### src/rtl/johnson_counter_n_if.sv
// Johnson / one-hot ring counter bundle: control inputs toward the counter, decoded state back.
// The counter (slave) has no backpressure. It steps on every enabled edge.
interface johnson_counter_n_if #(
    parameter int WIDTH = 4
);
    localparam int PW = $clog2(2*WIDTH);

    logic             en;
    logic             dir;
    logic             load;
    logic [WIDTH-1:0] load_val;
    logic [WIDTH-1:0] out;
    logic [PW-1:0]    phase;
    logic             tc;
    logic             legal;
    logic             err;

    modport master (
        output en, dir, load, load_val,
        input  out, phase, tc, legal, err
    );

    modport slave (
        input  en, dir, load, load_val,
        output out, phase, tc, legal, err
    );
endinterface

### src/rtl/johnson_counter_n.sv
// Parametrised Johnson (MODE 0) / one-hot ring (MODE 1) sequencer with load, direction and self-correction.
// out/err change one edge after en/load. phase/legal/tc are combinational. There is no backpressure, and en gates stepping.
module johnson_counter_n #(
    parameter int WIDTH = 4,
    parameter int MODE  = 0,
    parameter int PW    = $clog2(2*WIDTH)
) (
    input  logic               clk,
    input  logic               reset,
    johnson_counter_n_if.slave bus
);
    localparam logic [WIDTH-1:0] RP   = WIDTH'((MODE != 0) ? 1 : 0);
    localparam logic [PW-1:0]    LAST = PW'((MODE == 0) ? 2*WIDTH-1 : WIDTH-1);

    logic [WIDTH-1:0] out_q, out_d;
    logic             err_q, err_d;
    logic [PW-1:0]    ones, trans, idx, phase;
    logic             legal;
    logic [WIDTH-1:0] fwd_val, rev_val;

    always_comb begin
        ones  = '0;
        trans = '0;
        idx   = '0;
        for (int i = 0; i < WIDTH; i++) begin
            ones = ones + PW'(out_q[i]);
            if (out_q[i]) idx = PW'(i);
        end
        for (int i = 0; i < WIDTH-1; i++) begin
            trans = trans + PW'(out_q[i] ^ out_q[i+1]);
        end
        if (MODE == 0) begin
            // A Johnson word is one run of ones and one run of zeros, so it has at most one bit transition.
            // The second half-period (leading ones, trailing zeros) counts up as zeros enter from the LSB.
            legal = (trans <= PW'(1));
            phase = (out_q[WIDTH-1] & ~out_q[0]) ? PW'(2*WIDTH) - ones : ones;
        end else begin
            legal = (ones == PW'(1));
            phase = idx;
        end
        if (!legal) phase = '0;
    end

    assign fwd_val = {out_q[WIDTH-2:0], (MODE == 0) ? ~out_q[WIDTH-1] : out_q[WIDTH-1]};
    assign rev_val = {(MODE == 0) ? ~out_q[0] : out_q[0], out_q[WIDTH-1:1]};

    always_comb begin
        out_d = out_q;
        err_d = 1'b0;
        if (bus.load) begin
            out_d = bus.load_val;
        end else if (bus.en && !legal) begin
            out_d = RP;
            err_d = 1'b1;
        end else if (bus.en) begin
            out_d = bus.dir ? rev_val : fwd_val;
        end
    end

    always_ff @(posedge clk or negedge reset) begin
        if (!reset) begin
            out_q <= RP;
            err_q <= 1'b0;
        end else begin
            out_q <= out_d;
            err_q <= err_d;
        end
    end

    assign bus.out   = out_q;
    assign bus.err   = err_q;
    assign bus.phase = phase;
    assign bus.legal = legal;
    assign bus.tc    = bus.en & legal & ~bus.load &
                       ((~bus.dir & (phase == LAST)) | (bus.dir & (phase == '0)));
endmodule

### src/flat_wrapper.sv
// flat-port wrapper written by rule: the top's interface ports become plain ports
module johnson_counter_n_flat 
#(
    parameter int WIDTH = 4,
    parameter int MODE  = 0,
    parameter int PW    = $clog2(2*WIDTH)
)
  (clk, reset, bus_en, bus_dir, bus_load, bus_load_val, bus_out, bus_phase, bus_tc, bus_legal, bus_err);
  johnson_counter_n_if #(.WIDTH(WIDTH)) bus_i ();
  input  logic clk;
  input  logic reset;
  input wire logic [$bits(bus_i.en)-1:0] bus_en;
  input wire logic [$bits(bus_i.dir)-1:0] bus_dir;
  input wire logic [$bits(bus_i.load)-1:0] bus_load;
  input wire logic [$bits(bus_i.load_val)-1:0] bus_load_val;
  output wire logic [$bits(bus_i.out)-1:0] bus_out;
  output wire logic [$bits(bus_i.phase)-1:0] bus_phase;
  output wire logic [$bits(bus_i.tc)-1:0] bus_tc;
  output wire logic [$bits(bus_i.legal)-1:0] bus_legal;
  output wire logic [$bits(bus_i.err)-1:0] bus_err;
  assign bus_i.en = bus_en;
  assign bus_i.dir = bus_dir;
  assign bus_i.load = bus_load;
  assign bus_i.load_val = bus_load_val;
  assign bus_out = bus_i.out;
  assign bus_phase = bus_i.phase;
  assign bus_tc = bus_i.tc;
  assign bus_legal = bus_i.legal;
  assign bus_err = bus_i.err;
  johnson_counter_n #(.WIDTH(WIDTH), .MODE(MODE), .PW(PW)) u_core (.clk(clk), .reset(reset), .bus(bus_i));
endmodule
### config.mk
export PLATFORM = sky130hd
export DESIGN_NAME = johnson_counter_n_flat
export DESIGN_NICKNAME = d
export VERILOG_FILES = /design/src/rtl/johnson_counter_n_if.sv /design/src/rtl/johnson_counter_n.sv /design/src/flat_wrapper.sv
export SDC_FILE = /design/constraint.sdc
export NUM_CORES = 1
export LEC_CHECK = 0
export CORE_AREA = 4 4 41 43
export CTS_CLUSTER_DIAMETER = 40
export DETAILED_ROUTE_END_ITERATION = 7
export DIE_AREA = 0 0 45 47
export GPL_TIMING_DRIVEN = 0
export PLACE_DENSITY_LB_ADDON = 0.12
export SYNTH_ARGS = -nofsm -noshare
export SYNTH_HDL_FRONTEND = slang
export SYNTH_SLANG_ARGS = --single-unit
### constraint.sdc
create_clock -name clk -period 3.23 [get_ports clk]
set_input_delay 0.4845 -clock clk [delete_from_list [all_inputs] [get_ports clk]]
set_output_delay 0.4845 -clock clk [all_outputs]
set_load 0.005 [all_outputs]
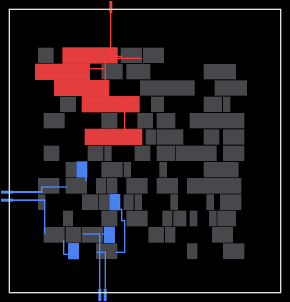
(images/port_trees.png)
(6 px per um)
port	colour	direction	edge	end cells	buffers	wire
`bus_load_val`	blue	input	2 bottom, 2 left	4	4	59.4 um
`reset`	red	input	top	5	1	32.3 um

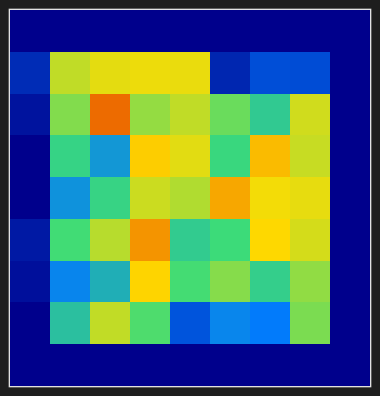
(images/util_map.png)
(8 px per um) The die is cut into 9 by 9 equal tiles; dark blue is low, red is high, 0 to 100% covered.
mean over tiles	34%
fullest tile	88%
tiles over 75% full	8.6%
densest ninth of the die	centre

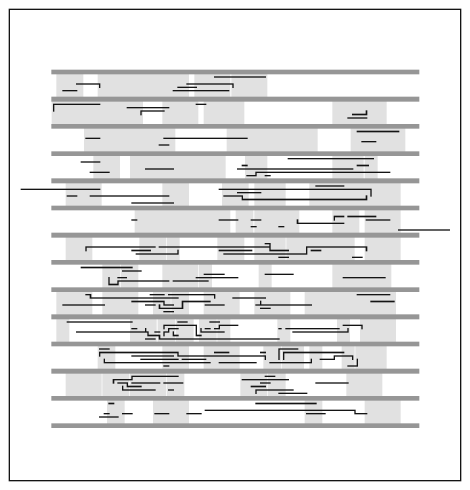
(images/m1.png)
(10 px per um) Supply wires on this layer in grey. Cells faint in the background.
longest straight run	15.2 um
wire length on this layer	494 um
nets with wire on the layer	74
main direction	horizontal

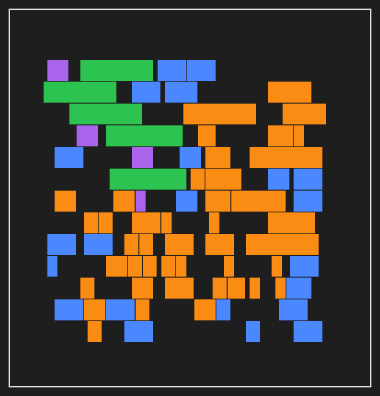
(images/class_map.png)
(8 px per um)
class	colour	cells
remaining logic cells	orange	43
registers	green	5
remaining buffers and delay cells	blue	22
clock drivers and dummy loads	purple	4

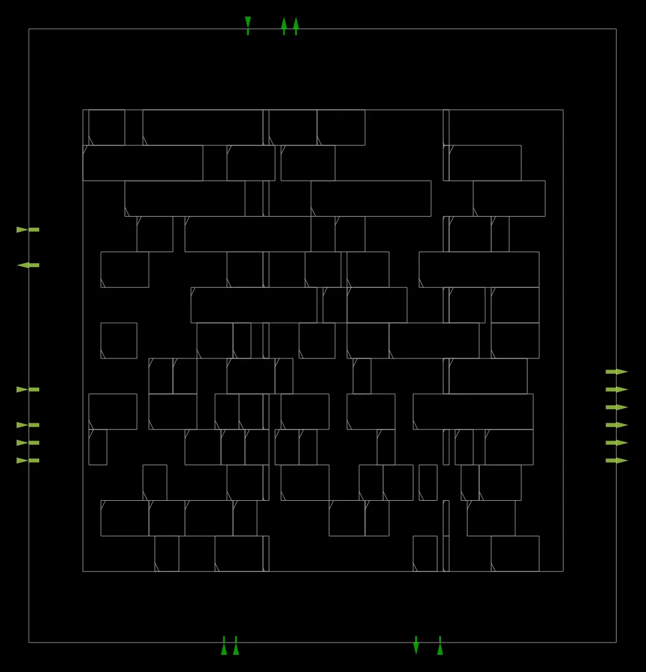
(images/placed.png)
Core Area: 0.00130 mm2
Std-Cell Rows: 13

==> metrics.cfg <==
[outcome]
run_status = finished with violations
violations = negative setup slack

[synth]
numSynthFlops = 5
common_cells = 6 x a21oi_1, 5 x dfrtp_1
yosys_cells = 51
synthArstFlopShare_pct = 100
ys_warn_count = 0
ys_sh_simple_pct = 23.0
synth_cells = 51
avgSynthCellArea_um2 = 8.86
fp_nets = 64
compound_area_share_pct = 15.8
synth.most_common_cell = a21oi_1
logic_family = simple AND/OR/NAND/NOR gates
mux_area_share_pct = 8.86
synth.top_cell.area_share_pct = 27.7
synth-adder-area-share_pct = 11.1
largest_area_cell = dfrtp_1
edf_count = 0
syn_area_um2 = 452
postSynthSeqShare_pct = 27.7
ys.flop_type = dfrtp_1
top_cells_by_area = dfrtp_1 28%, ha_1 11%, mux2i_1 8.9%
xor_area_share_pct = 5.82
synth_cell_types = 23
yosys_area_um2 = 452

[critical_path]
critPathLaunchType = register
arrival_ps = 2820
r2r_end = u_core.bus.out[2]$_DFFE_PN0P_
worstSetupEndpointType = output port
setup.worst_path.class = register to output port
reg2reg_from = u_core.bus.out[1]$_DFFE_PN0P_
worst-r2r-cell-count = 5
path_max_fanout = 3
required_ps = 2750
rrSetupSlack_ps = 1650

[power_and_ir_drop]
p_leak_nw = 0.301
power_per_cell_area_mw_per_mm2 = 483
peakVddDrop_v = 0.000265
power.total_uw = 355

[clock_network]
cts_tree = yes
cts_buffer_depth = 2
clk_latency_ps = 240
path_clk_slew_ps = 40
h-tree-depth = 1
clock-root-buffer = clkbuf_4
hold_buffers = 0
cts_sinks = 5
cts_made_buffers = 3

[floorplanning]
die_area_mm2 = 0.00212
floorplan.core_util_pct = 34.7
die_y_um = 47
ios = 19
die_w_um = 45

[finish]
final_util_pct = 56.5
nets = 88
area_delta_synth_final_pct = 62.9
drive_above_1_share_pct = 28.4
final-comb-area_um2 = 352
seq_area_um2 = 128
antenna_cells = 0
fill_cells = 136

[route]
vias = 442
totalWireLength_um = 1150
drc = 0
dr.pass1.iters = 3
ant_nets = 0
drt_iter0_drc = 7
via_per_inst = 4.97
wl_per_cell_um = 13.0

[hold_path]
hold_class = input port to asynchronous set/reset pin

[final_timing]
fin_ws_ps = -73.7
tightestPinTransition_ps = 386
rsz0062_at_grt = yes
max_freq_ghz = 0.303
whs_ps = 464
fin_crit_sh_pct = 102
slew_headroom_pct = 74.3
layout_min_cycle_time_ps = 3300
hold_violations = 0
finClkSkew_ps = 2.45
finalSetupViolCount = 1
slew_viol_final = 0

[global_route]
grt_pass1_vias = 436
antenna_found_initial = 0
gr-total-overflow = 0
grt_pass1_wl_um = 1880
grt_use_total_pct = 12.3
grt_max_degree = 11

[place]
hpwlAfterDp_um = 869
gp_congestion = 0.786
io_buffers = 16
place_ws_ps = -476

[job]
warnings = 28
cap_violations = 0

==> stage by stage <==
step,cells,cell area (um2),TNS (ps)
2_1_floorplan,51,452,0
3_3_place_gp,82,631,-454
3_5_place_dp,82,631,-491
4_1_cts,89,722,-127
5_1_grt,89,736,-222
6_report,89,736,-73.7
==> power by group <==
part           switching, mW  internal, mW
Clock                 0.0233        0.0466
Sequential           0.00742        0.0704
Combinational         0.0917         0.116
==> cells in the final DEF (no fill, tap or decap) <==
| master | instances |
|---|---|
| dlygate4sd2_1 | 1 |
| nand3b_1 | 1 |
| or4_1 | 1 |
| and2b_2 | 1 |
| a21o_4 | 1 |
| nor3_1 | 1 |
| nor3b_4 | 1 |
| dfrtp_1 | 3 |
| xor2_1 | 1 |
| o21ai_0 | 4 |
| nand3_1 | 1 |
| nand4_1 | 1 |
| clkbuf_1 | 1 |
| buf_4 | 3 |
| buf_2 | 2 |
| nor2_1 | 4 |
| clkbuf_4 | 3 |
| ha_4 | 3 |
| xnor2_2 | 1 |
| inv_2 | 1 |
| dfrtp_2 | 2 |
| o211ai_2 | 1 |
| mux2i_1 | 4 |
| ha_2 | 1 |
| buf_1 | 1 |
| inv_1 | 3 |
| nor3b_1 | 4 |
| xnor2_1 | 1 |
| clkdlybuf4s50_1 | 14 |
| a21oi_1 | 6 |
| buf_6 | 1 |
| or3_1 | 1 |
==> final cells by class <==
type	instances	area share, %
Multi-Input combinational cell	39	47.8
Tap cell	15	2.55
Buffer	3	2.72
Timing Repair Buffer	19	24.0
Clock buffer	4	3.57
Inverter	4	2.04
Sequential cell	5	17.3
==> flip-flops by register name, indices dropped and copies added (netlist names) <==
register	flops
u_core.bus.err	1
u_core.bus.out	4
==> routing by layer <==
layer	share of wire, %	track usage (%)	vias to the layer above
met3	5.1	3.45	0
met4	0	1.75	0
li1	-	-	229
met1	43	15.2	201
met5	0	0	-
met2	52	21.8	12
==> critical path, stage by stage (launching register included) <==
cell,delay [ps]
dfrtp_2,420
ha_4,250
xor2_1,160
ha_2,170
a21o_4,190
ha_4,260
inv_2,40
ha_4,150
nor3b_4,190
xnor2_2,100
or4_1,400
a21oi_1,130
buf_2,130
==> worst max-delay path by stage <==
stage	start	end	slack [ps]
2_1_floorplan	u_core.bus.out[1]$_DFFE_PN0P_	bus_tc	140
3_3_place_gp	u_core.bus.out[1]$_DFFE_PN0P_	bus_tc	-450
3_5_place_dp	u_core.bus.out[1]$_DFFE_PN0P_	bus_tc	-480
4_1_cts	u_core.bus.out[1]$_DFFE_PN0P_	bus_tc	-130
5_1_grt	u_core.bus.out[1]$_DFFE_PN0P_	bus_tc	-190
6_report	u_core.bus.out[1]$_DFFE_PN0P_	bus_tc	-70
==> what timing repair did <==
action | CTS | global route
gates resized | 14 | 2
pin swaps | 4 | 3
buffers inserted | 3 | 0
endpoints found under the setup margin | 3 | 2
==> cells by family (layout without fill, tap and decap cells) <==
logic type / Yosys count / count (layout)
AND/OR/NAND/NOR: 16 / 16
AND-OR/OR-AND: 12 / 12
buffers and inverters: 7 / 30
flip-flops: 5 / 5
adder cells (fa/ha/maj): 4 / 4
multiplexers: 4 / 4
XOR/XNOR: 3 / 3
Power is estimated from default activity; no workload was simulated.
